Run 1, PDN straps and rails:
Scale bar: 50 microns. Pins as bars on the die edge.
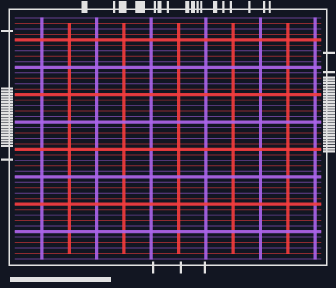
Run 1, routed clock nets over the placement:
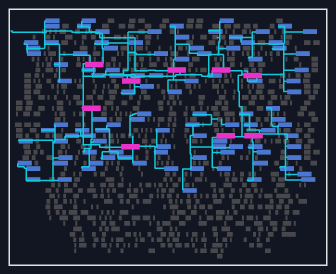
Run 1, cell classes on the final placement:
Fill, decap, tap and diode cells in grey.
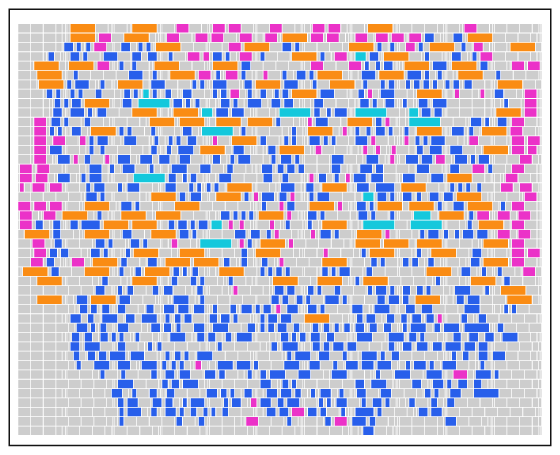
--- src/rtl/mul_div_unit.sv ---
// Iterative unsigned multiply/divide unit: one shift-add or restoring
// shift-subtract step per clock, results registered on the final step.
module mul_div_unit #(
    parameter int unsigned WIDTH = 16,
    parameter int unsigned STEPS = 16
) (
    input  logic             clk,
    input  logic             rst,
    input  logic             start,
    input  logic             op,
    input  logic [WIDTH-1:0] a_in,
    input  logic [WIDTH-1:0] b_in,
    output logic             busy,
    output logic             done,
    output logic [WIDTH-1:0] acc_out,
    output logic [WIDTH-1:0] mr_out,
    output logic [WIDTH-1:0] dr_out,
    output logic             dz
);

    localparam int unsigned CNT_W = $clog2(STEPS + 1);

    typedef enum logic [1:0] {
        IDLE = 2'd0,
        RUN  = 2'd1,
        DONE = 2'd2
    } state_e;

    state_e             state_q, state_d;
    logic [CNT_W-1:0]   cnt_q, cnt_d;
    logic               op_q, op_d;
    // hi/lo hold {product high, multiplier/low} or {remainder, quotient}.
    logic [WIDTH-1:0]   hi_q, hi_d, lo_q, lo_d, opnd_q, opnd_d;
    logic [WIDTH-1:0]   acc_d, mr_d, dr_d;
    logic               dz_d, busy_d, done_d;

    logic [WIDTH-1:0]   hi_step_c, lo_step_c;
    logic [WIDTH:0]     sum_c, shifted_c, diff_c;

    // One iteration of the selected algorithm on the current datapath.
    always_comb begin
        sum_c     = {1'b0, hi_q} + (lo_q[0] ? {1'b0, opnd_q} : '0);
        shifted_c = {hi_q, lo_q[WIDTH-1]};
        diff_c    = shifted_c - {1'b0, opnd_q};
        hi_step_c = hi_q;
        lo_step_c = lo_q;
        if (op_q) begin
            // Borrow clear means the shifted remainder covered the divisor.
            if (!diff_c[WIDTH]) begin
                hi_step_c = diff_c[WIDTH-1:0];
                lo_step_c = {lo_q[WIDTH-2:0], 1'b1};
            end else begin
                hi_step_c = shifted_c[WIDTH-1:0];
                lo_step_c = {lo_q[WIDTH-2:0], 1'b0};
            end
        end else begin
            hi_step_c = sum_c[WIDTH:1];
            lo_step_c = {sum_c[0], lo_q[WIDTH-1:1]};
        end
    end

    // Next-state and next-register logic.
    always_comb begin
        state_d = state_q;
        cnt_d   = cnt_q;
        op_d    = op_q;
        hi_d    = hi_q;
        lo_d    = lo_q;
        opnd_d  = opnd_q;
        acc_d   = acc_out;
        mr_d    = mr_out;
        dr_d    = dr_out;
        dz_d    = dz;
        unique case (state_q)
            IDLE: begin
                if (start) begin
                    if (op && (b_in == '0)) begin
                        state_d = DONE;
                        acc_d   = '1;
                        dr_d    = a_in;
                        mr_d    = '0;
                        dz_d    = 1'b1;
                    end else begin
                        state_d = RUN;
                        op_d    = op;
                        cnt_d   = CNT_W'(STEPS);
                        hi_d    = '0;
                        lo_d    = op ? a_in : b_in;
                        opnd_d  = op ? b_in : a_in;
                    end
                end
            end
            RUN: begin
                hi_d  = hi_step_c;
                lo_d  = lo_step_c;
                cnt_d = cnt_q - CNT_W'(1);
                if (cnt_q == CNT_W'(1)) begin
                    state_d = DONE;
                    acc_d   = lo_step_c;
                    dz_d    = 1'b0;
                    if (op_q) dr_d = hi_step_c;
                    else      mr_d = hi_step_c;
                end
            end
            DONE:    state_d = IDLE;
            default: state_d = IDLE;
        endcase
        busy_d = (state_d == RUN);
        done_d = (state_d == DONE);
    end

    always_ff @(posedge clk) begin
        if (rst) begin
            state_q <= IDLE;
            cnt_q   <= '0;
            op_q    <= 1'b0;
            hi_q    <= '0;
            lo_q    <= '0;
            opnd_q  <= '0;
            acc_out <= '0;
            mr_out  <= '0;
            dr_out  <= '0;
            dz      <= 1'b0;
            busy    <= 1'b0;
            done    <= 1'b0;
        end else begin
            state_q <= state_d;
            cnt_q   <= cnt_d;
            op_q    <= op_d;
            hi_q    <= hi_d;
            lo_q    <= lo_d;
            opnd_q  <= opnd_d;
            acc_out <= acc_d;
            mr_out  <= mr_d;
            dr_out  <= dr_d;
            dz      <= dz_d;
            busy    <= busy_d;
            done    <= done_d;
        end
    end

endmodule

--- config.mk ---
export PLATFORM = sky130hd
export DESIGN_NAME = mul_div_unit
export DESIGN_NICKNAME = d
export VERILOG_FILES = /design/src/rtl/mul_div_unit.sv
export SDC_FILE = /design/constraint.sdc
export NUM_CORES = 1
export LEC_CHECK = 0
export CELL_PAD_IN_SITES_DETAIL_PLACEMENT = 1
export CELL_PAD_IN_SITES_GLOBAL_PLACEMENT = 1
export CORE_ASPECT_RATIO = 0.8
export CORE_MARGIN = 2
export CORE_UTILIZATION = 35
export CTS_CLUSTER_DIAMETER = 40
export DETAILED_ROUTE_END_ITERATION = 8
export GPL_TIMING_DRIVEN = 0
export MAX_ROUTING_LAYER = met4
export PLACE_DENSITY_LB_ADDON = 0.1
export RECOVER_POWER = 50
export SLEW_MARGIN = 20
export SYNTH_ARGS = -nofsm -noshare
export SYNTH_HDL_FRONTEND = slang
export SYNTH_SLANG_ARGS = --single-unit
--- constraint.sdc ---
create_clock -name clk -period 4.7 [get_ports clk]
set_input_delay 0.94 -clock clk [delete_from_list [all_inputs] [get_ports clk]]
set_output_delay 0.94 -clock clk [all_outputs]
set_load 0.05 [all_outputs]
==> flow_metrics.py, run 1 <==
# Generated from Yosys and OpenROAD reports
metrics = {
    "placed_design": {
        "place_area_sq_mm": 0.00771,
        "place_inst": 1137,
        "place_congestion": 0.909,
    },
    "synthesis": {
        "edf_count": 0,
        "ys_chip_area_sq_mm": 0.00655,
        "synthTopCellsByCount": "nor2_1, dfxtp_1, nand2_1",
        "synth_flops": 107,
        "avgSynthCellArea_sq_um": 8.19,
        "synth_cell_types": 61,
        "synth-xor-area-share": 0.0374,
        "synthesis.area_sq_mm": 0.00655,
        "synthTopCellsByArea": "dfxtp_1, ha_1, nor2_1, mux2i_1, a211oi_1",
    },
    "timing": {
        "min_period_ps": 4380,
        "fin_skew_ps": 8.69,
        "final.setup.tns_ps": 0,
        "hold_viol": 0,
    },
    "status": {
        "status": "complete, no violations",
    },
    "worst_hold_path": {
        "hp-class": "register to register",
    },
    "critical_path": {
        "cp_cell_sequence": "dlygate4sd3_1, nor4_1, nand3_1, nor4_1, nand3b_2, a21oi_1, buf_4, nor2_1, a211oi_1",
        "critical_path.top_delay_family": "simple AND/OR/NAND/NOR gates",
        "path_buffers": 2,
        "reg2reg_slack_ps": 520,
    },
    "floorplan": {
        "dieHeight_microns": 126,
        "coreArea_sq_mm": 0.0182,
        "rows": 44,
    },
    "layout": {
        "syn2layout_area_growth_pct": 21.6,
        "non_clock_inverter_count": 25,
        "buffers": 134,
        "post-route-util": 0.437,
        "comb_area_sq_mm": 0.00406,
        "logic_gates": 618,
        "nonClkBufAreaFrac": 0.134,
    },
    "clock_network": {
        "clk_path_buf_depth": 2,
        "cts_buffers": 9,
        "cts_tree": "built",
    },
    "drt": {
        "met2_length_mm": 10.9,
        "drt_iter0_markers": 386,
        "wl_per_cell_microns": 21.7,
        "wl_mm": 25.0,
        "vias": 6489,
    },
    "global_routing": {
        "grt_pass1_wl_mm": 38.5,
    },
    "pwr": {
        "peakVddDrop_mv": 0.195,
        "p_per_area_mw_per_mm2": 295,
    },
}
Notes on 'PDN straps and rails' above:
net	colour
VDD	red
VSS	purple
signal pins	87
met4 straps	11

Notes on 'routed clock nets over the placement' above:
[cells driving clock nets] magenta | count: 9
[clock wires] cyan | length: 1340 microns
[flip-flops] blue | count: 107
routed clock nets	10

Notes on 'cell classes on the final placement' above:
class	colour	cells	share of their area
flip-flops	orange	107	28%
all other logic	blue	643	54%
other buffers and delay cells	magenta	134	14%
clock drivers and dummy loads	cyan	16	3.7%

[run 1: layout by cell type, fill, tap and decap left out, drive strengths merged, types with 9 or more instances in the layout]
master and instances:
nor3 9, nor2b 9, nand3 15, nor2 113
xor2 11, a211oi 44, clkbuf 45, nand2b 12
a311oi 16, nand2 86, xnor2 17, mux2 19
inv 27, ha 34, dfxtp 107, a21oi 61
o211ai 19, o21ai 16, clkdlybuf4s50 32, and2 18
a21o 9, buf 15, dlygate4sd3 52, mux2i 39
[run 1: how the worst max path moves through the flow]
stage                              to  slack (ps)  cells after the start
after global routing       dr_out[11]         240                     12
after CTS                  dr_out[11]         600                     12
after floorplan            dr_out[11]        1840                     12
after detailed placement   dr_out[11]         630                     12
final                     acc_out[12]         320                      9
after global placement     dr_out[11]         670                     12
[run 1: layer usage]
layer / GRT usage / vias up
met5: - / -
met2: 0.390 / 176
li1: - / 3065
met1: 0.384 / 3234
met3: 0.0386 / 14
met4: 0.0351 / 0
[run 1: sequential cells by signal, indices dropped and copies added (netlist names), 2 cells and up]
| name | flops |
|---|---|
| acc_out | 16 |
| lo_q | 16 |
| mr_out | 16 |
| state_q | 2 |
| hi_q | 16 |
| dr_out | 16 |
| opnd_q | 16 |
| cnt_q | 5 |
[run 1: cells by family after synthesis]
kind of cell	after synthesis
xor gates and xnor gates	28
muxes	58
and+or+nand+nor	282
AOI/OAI and AO/OA	214
adders and majority gates	36
DFF	107
buffers and inverters	75
[run 1: power by group]
part,switching (mW),leakage [nW],internal (mW)
Sequential,0.0473,0.872,0.951
Combinational,0.375,2.17,0.237
Clock,0.363,0.139,0.379
[run 1: through the flow]
step | hold slack, ps | setup slack, ps
after floorplan | 466 | 1840
after global placement | 472 | 670
after detailed placement | 476 | 633
after CTS | 488 | 604
after global routing | 501 | 243
final | 486 | 324
## Run 2: what changed since run 1
--- a/config.mk
+++ b/config.mk
@@ -13,6 +13,7 @@
 export CTS_CLUSTER_DIAMETER = 40
 export DETAILED_ROUTE_END_ITERATION = 8
 export GPL_TIMING_DRIVEN = 0
+export HOLD_SLACK_MARGIN = 0.12
 export MAX_ROUTING_LAYER = met4
 export PLACE_DENSITY_LB_ADDON = 0.1
 export RECOVER_POWER = 50
Run 2, routed metal, one colour a layer:
Scale bar: 50 microns. Two of the layers only.
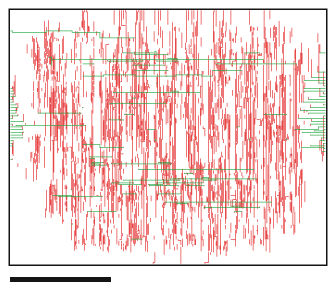
layer	colour	wire length
met3	green	1300 microns
met2	red	10900 microns

Run 2, PDN straps and rails:
Scale bar: 50 microns. Pins as bars on the die edge.
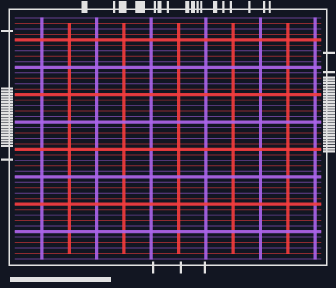
net	colour
VSS	purple
VDD	red
met4 straps	11
signal pins	87
met1 rails	45
rows	44

==> run 2 against run 1 <==
Compared with the run above:
- clock-buffer cell count unchanged
- die size unchanged
- worst setup slack stayed put
- critical path type unchanged
- area after synthesis unchanged
- design area unchanged
- largest cell class unchanged
==> flow_metrics.py, run 2 <==
# Generated from Yosys and OpenROAD reports
metrics = {
    "pwr": {
        "pwr-share-clk": 0.315,
        "peakVddDrop_mv": 0.195,
        "p_per_area_mw_per_mm2": 295,
        "power_frac_comb": 0.260,
        "seqPwrFrac": 0.424,
        "p_switching_mw": 0.785,
        "intPower_mw": 1.57,
    },
    "synthesis": {
        "synth_flops": 107,
        "edf_count": 0,
        "synth_cell_types": 61,
        "synthTopCellsByCount": "nor2_1, dfxtp_1, nand2_1",
        "avgSynthCellArea_sq_um": 8.19,
        "synthTopCellsByArea": "dfxtp_1, ha_1, nor2_1, mux2i_1, a211oi_1",
    },
    "timing": {
        "fin_skew_ps": 8.69,
        "holdWs_ps": 486,
        "min_period_ps": 4380,
        "final.setup.tns_ps": 0,
    },
    "global_routing": {
        "use_met1": 0.384,
        "grt_pass1_wl_mm": 38.5,
        "use_met3": 0.0386,
    },
    "status": {
        "status": "complete, no violations",
    },
    "floorplan": {
        "dieHeight_microns": 126,
        "rows": 44,
        "coreArea_sq_mm": 0.0182,
    },
    "layout": {
        "post-route-util": 0.437,
        "syn2layout_area_growth_pct": 21.6,
        "final_cell_mix": "nor2_1, dfxtp_1, nand2_1",
        "final_common_cell": "nor2_1",
    },
    "drt": {
        "wl_mm": 25.0,
        "drt_iter0_markers": 386,
        "wl_per_cell_microns": 21.7,
        "met2_length_mm": 10.9,
    },
    "worst_hold_path": {
        "hp-class": "register to register",
    },
    "clock_network": {
        "cts_tree": "built",
        "cts_buffers": 9,
        "clk_path_buf_depth": 2,
    },
    "placed_design": {
        "place_inst": 1137,
        "place_congestion": 0.909,
    },
    "critical_path": {
        "cp_cell_sequence": "dlygate4sd3_1, nor4_1, nand3_1, nor4_1, nand3b_2, a21oi_1, buf_4, nor2_1, a211oi_1",
    },
}
-- run 2: cell counts in the layout (fill, tap and decap cells not counted) --
Identical to the previous run, type by type.
-- run 2: path summary, 6_finish.rpt --
kind,end,slack [ps],depth (start not counted)
min reg2reg,mr_out[6],490,2
min,mr_out[6],490,2
max,acc_out[12],320,9
max reg2reg,dr_out[11],520,12
-- run 2: power groups by stage --
| stage | sequential (mW) | combinational (mW) | clock, mW |
|---|---|---|---|
| finish | 0.998 | 0.612 | 0.742 |
| global route | 1.00 | 0.668 | 0.786 |
| CTS | 0.998 | 0.612 | 0.748 |
| detailed placement | 1.02 | 0.608 | 0 |
| global placement | 1.02 | 0.593 | 0 |
| floorplan | 1.02 | 0.390 | 0 |
-- run 2: critical path, delay by kind of cell --
kind / cells / cell delay, ps
compound gates: 2 / 1050
simple gates: 5 / 1680
buf+inv: 2 / 950
-- run 2: logic make-up (layout without fill, tap and decap cells) --
kind of cell    after synthesis  in the layout  share of synthesized area
xor+xnor                     28             28                     0.0374
simple gates                282            282                      0.194
mux                          58             58                     0.0922
buf+inv                      75            175                     0.0487
flops                       107            107                      0.327
fa+ha+maj                    36             36                     0.0710
compound gates              214            214                      0.229
-- run 2: stage by stage --
stage / total power [mW] / cell area, sq um
6_report: 2.35 / 7970
4_1_cts: 2.36 / 8000
3_3_place_gp: 1.61 / 7710
3_5_place_dp: 1.63 / 7710
2_1_floorplan: 1.41 / 6550
5_1_grt: 2.46 / 7970
-- run 2: area by class of cell --
type	count	area, sq um	share of cell area
Sequential cell	107	2140	0.269
Clock inverter	6	47.5	0.00597
Buffer	50	225	0.0283
Multi-Input combinational cell	618	4060	0.510
Clock buffer	10	239	0.0300
Timing Repair Buffer	84	841	0.106
Tap cell	253	317	0.0397
Inverter	25	93.8	0.0118
Run 2, cell classes on the final placement:
Fill, decap, tap and diode cells in grey.
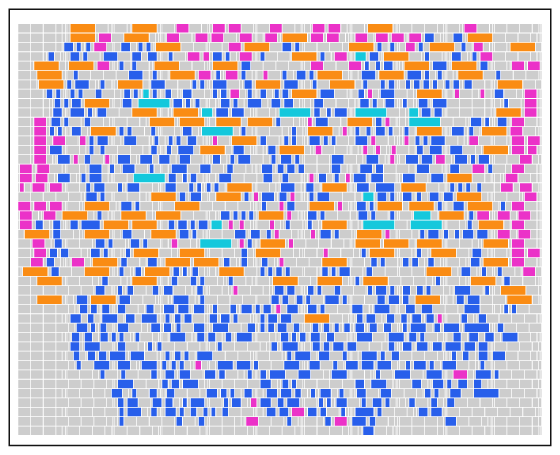

## Run 3: what changed since run 2
--- a/config.mk
+++ b/config.mk
@@ -10,6 +10,7 @@
 export CORE_ASPECT_RATIO = 0.8
 export CORE_MARGIN = 2
 export CORE_UTILIZATION = 35
+export CTS_BUF_LIST = sky130_fd_sc_hd__clkbuf_4
 export CTS_CLUSTER_DIAMETER = 40
 export DETAILED_ROUTE_END_ITERATION = 8
 export GPL_TIMING_DRIVEN = 0
Run 3, cell classes on the final placement:
Fill, decap, tap and diode cells in grey.
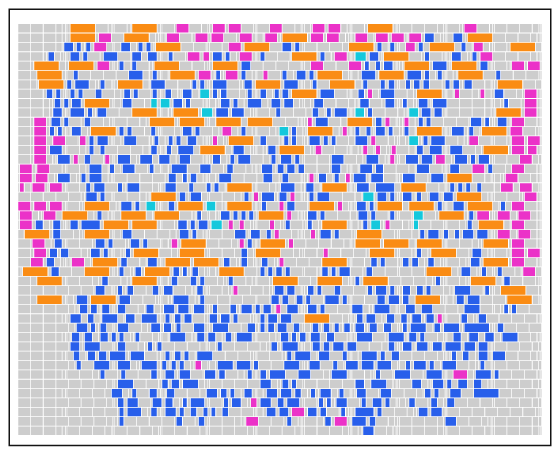
class	colour	cells	share of their area
all other logic	blue	643	56%
other buffers and delay cells	magenta	134	14%
clock drivers and dummy loads	cyan	16	1.6%
flip-flops	orange	107	29%

Run 3, routed clock nets over the placement:
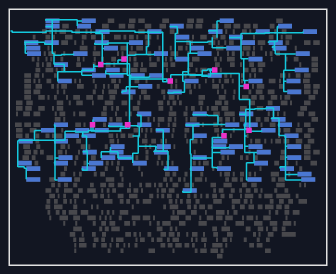
[cells driving clock nets] magenta | count: 9
[flip-flops] blue | count: 107
[clock wires] cyan | length: 1330 microns
routed clock nets	10

==> run 3 against run 2 <==
Compared with the run above:
- via count is 0.57% lower
- clock skew is 6.1 ps higher
- largest cell class unchanged
- design area is 2.1% lower
- synthesized cell count stayed put
- die size stayed put
- critical path type is now register to register
- largest power group unchanged
==> flow_metrics.py, run 3 <==
# Generated from Yosys and OpenROAD reports
metrics = {
    "clock_network": {
        "cts_buffers": 9,
        "cts_tree": "built",
    },
    "pwr": {
        "power_leader": "registers",
        "p_switching_mw": 0.751,
        "p_comb_mw": 0.610,
        "intPower_mw": 1.30,
        "peakVddDrop_mv": 0.131,
        "pwr-share-clk": 0.216,
        "seqPwrFrac": 0.487,
        "clock_power_mw": 0.443,
    },
    "synthesis": {
        "synth_flops": 107,
        "synth_cell_types": 61,
        "synthTopCellsByCount": "nor2_1, dfxtp_1, nand2_1",
        "edf_count": 0,
        "avgSynthCellArea_sq_um": 8.19,
        "synthTopCellsByArea": "dfxtp_1, ha_1, nor2_1, mux2i_1, a211oi_1",
    },
    "critical_path": {
        "reg2reg_slack_ps": 520,
        "cp_cell_sequence": "clkbuf_1, and2_1, ha_1, fa_1, a21oi_1, o211ai_1, a211oi_1, o21bai_1, a21oi_1, xnor2_1, a221oi_1, a311oi_1",
    },
    "layout": {
        "final_common_cell": "nor2_1",
        "comb_area_sq_mm": 0.00406,
        "post-route-util": 0.428,
        "syn2layout_area_growth_pct": 19.1,
        "final_cell_mix": "nor2_1, dfxtp_1, nand2_1",
        "stdcell_area_sq_mm": 0.00780,
    },
    "timing": {
        "min_period_ps": 4180,
        "final.setup.tns_ps": 0,
    },
    "floorplan": {
        "dieHeight_microns": 126,
        "coreArea_sq_mm": 0.0182,
        "rows": 44,
    },
    "drt": {
        "wl_per_cell_microns": 21.5,
        "wl_mm": 24.8,
    },
    "worst_hold_path": {
        "hp-class": "register to register",
    },
    "status": {
        "status": "complete, no violations",
    },
    "placed_design": {
        "place_congestion": 0.909,
    },
}
## run 3: cell counts after synthesis
No cell type changed its count.
## run 3: final timing paths
| check | cells past startpoint | to | start |
|---|---|---|---|
| max | 12 | dr_out[11] | lo_q[0] |
| min | 2 | mr_out[14] | mr_out[14] |
| max reg2reg | 12 | dr_out[11] | lo_q[0] |
| min reg2reg | 2 | mr_out[14] | mr_out[14] |
## run 3: routing by layer
| layer | wire, microns | GRT usage | up-vias |
|---|---|---|---|
| li1 | - | - | 3065 |
| met1 | 12700 | 0.383 | 3217 |
| met2 | 10800 | 0.385 | 157 |
| met3 | 1120 | 0.0372 | 13 |
| met4 | 138 | 0.0308 | 0 |
| met5 | 0 | - | - |
## run 3: cell families after synthesis
logic type / share of synthesized area
AOI/OAI and AO/OA: 0.229
adders and majority gates: 0.0710
DFF: 0.327
muxes: 0.0922
buffers and inverters: 0.0487
and+or+nand+nor: 0.194
xor gates and xnor gates: 0.0374
## run 3: metrics by stage
| stage | setup slack, ps | hold WS (ps) | std cells |
|---|---|---|---|
| 5_1_grt | 224 | 511 | 1153 |
| 3_5_place_dp | 633 | 476 | 1137 |
| 2_1_floorplan | 1840 | 466 | 800 |
| 6_report | 523 | 500 | 1153 |
| 3_3_place_gp | 670 | 472 | 1137 |
| 4_1_cts | 593 | 499 | 1153 |
## run 3: layout make-up
type                    count  share of cell area
plain buffers              50              0.0289
clock buffers               9             0.00866
clock inverters             7             0.00658
inverters                  25              0.0120
multi-input cells         618               0.521
flip-flops and latches    107               0.275
well taps                 253              0.0406
repair buffers             84               0.108
## run 3: worst max-delay path, delay by kind of cell, from the launching register on
family	cells	cell delay [ps]
AND/OR/NAND/NOR	1	240
buffers and inverters	1	300
adder cells (fa/ha/maj)	2	630
AND-OR/OR-AND	7	2300
XOR/XNOR	1	120
flip-flops	1	450
Power figures rest on the tool's default switching activity, not on a simulated workload.
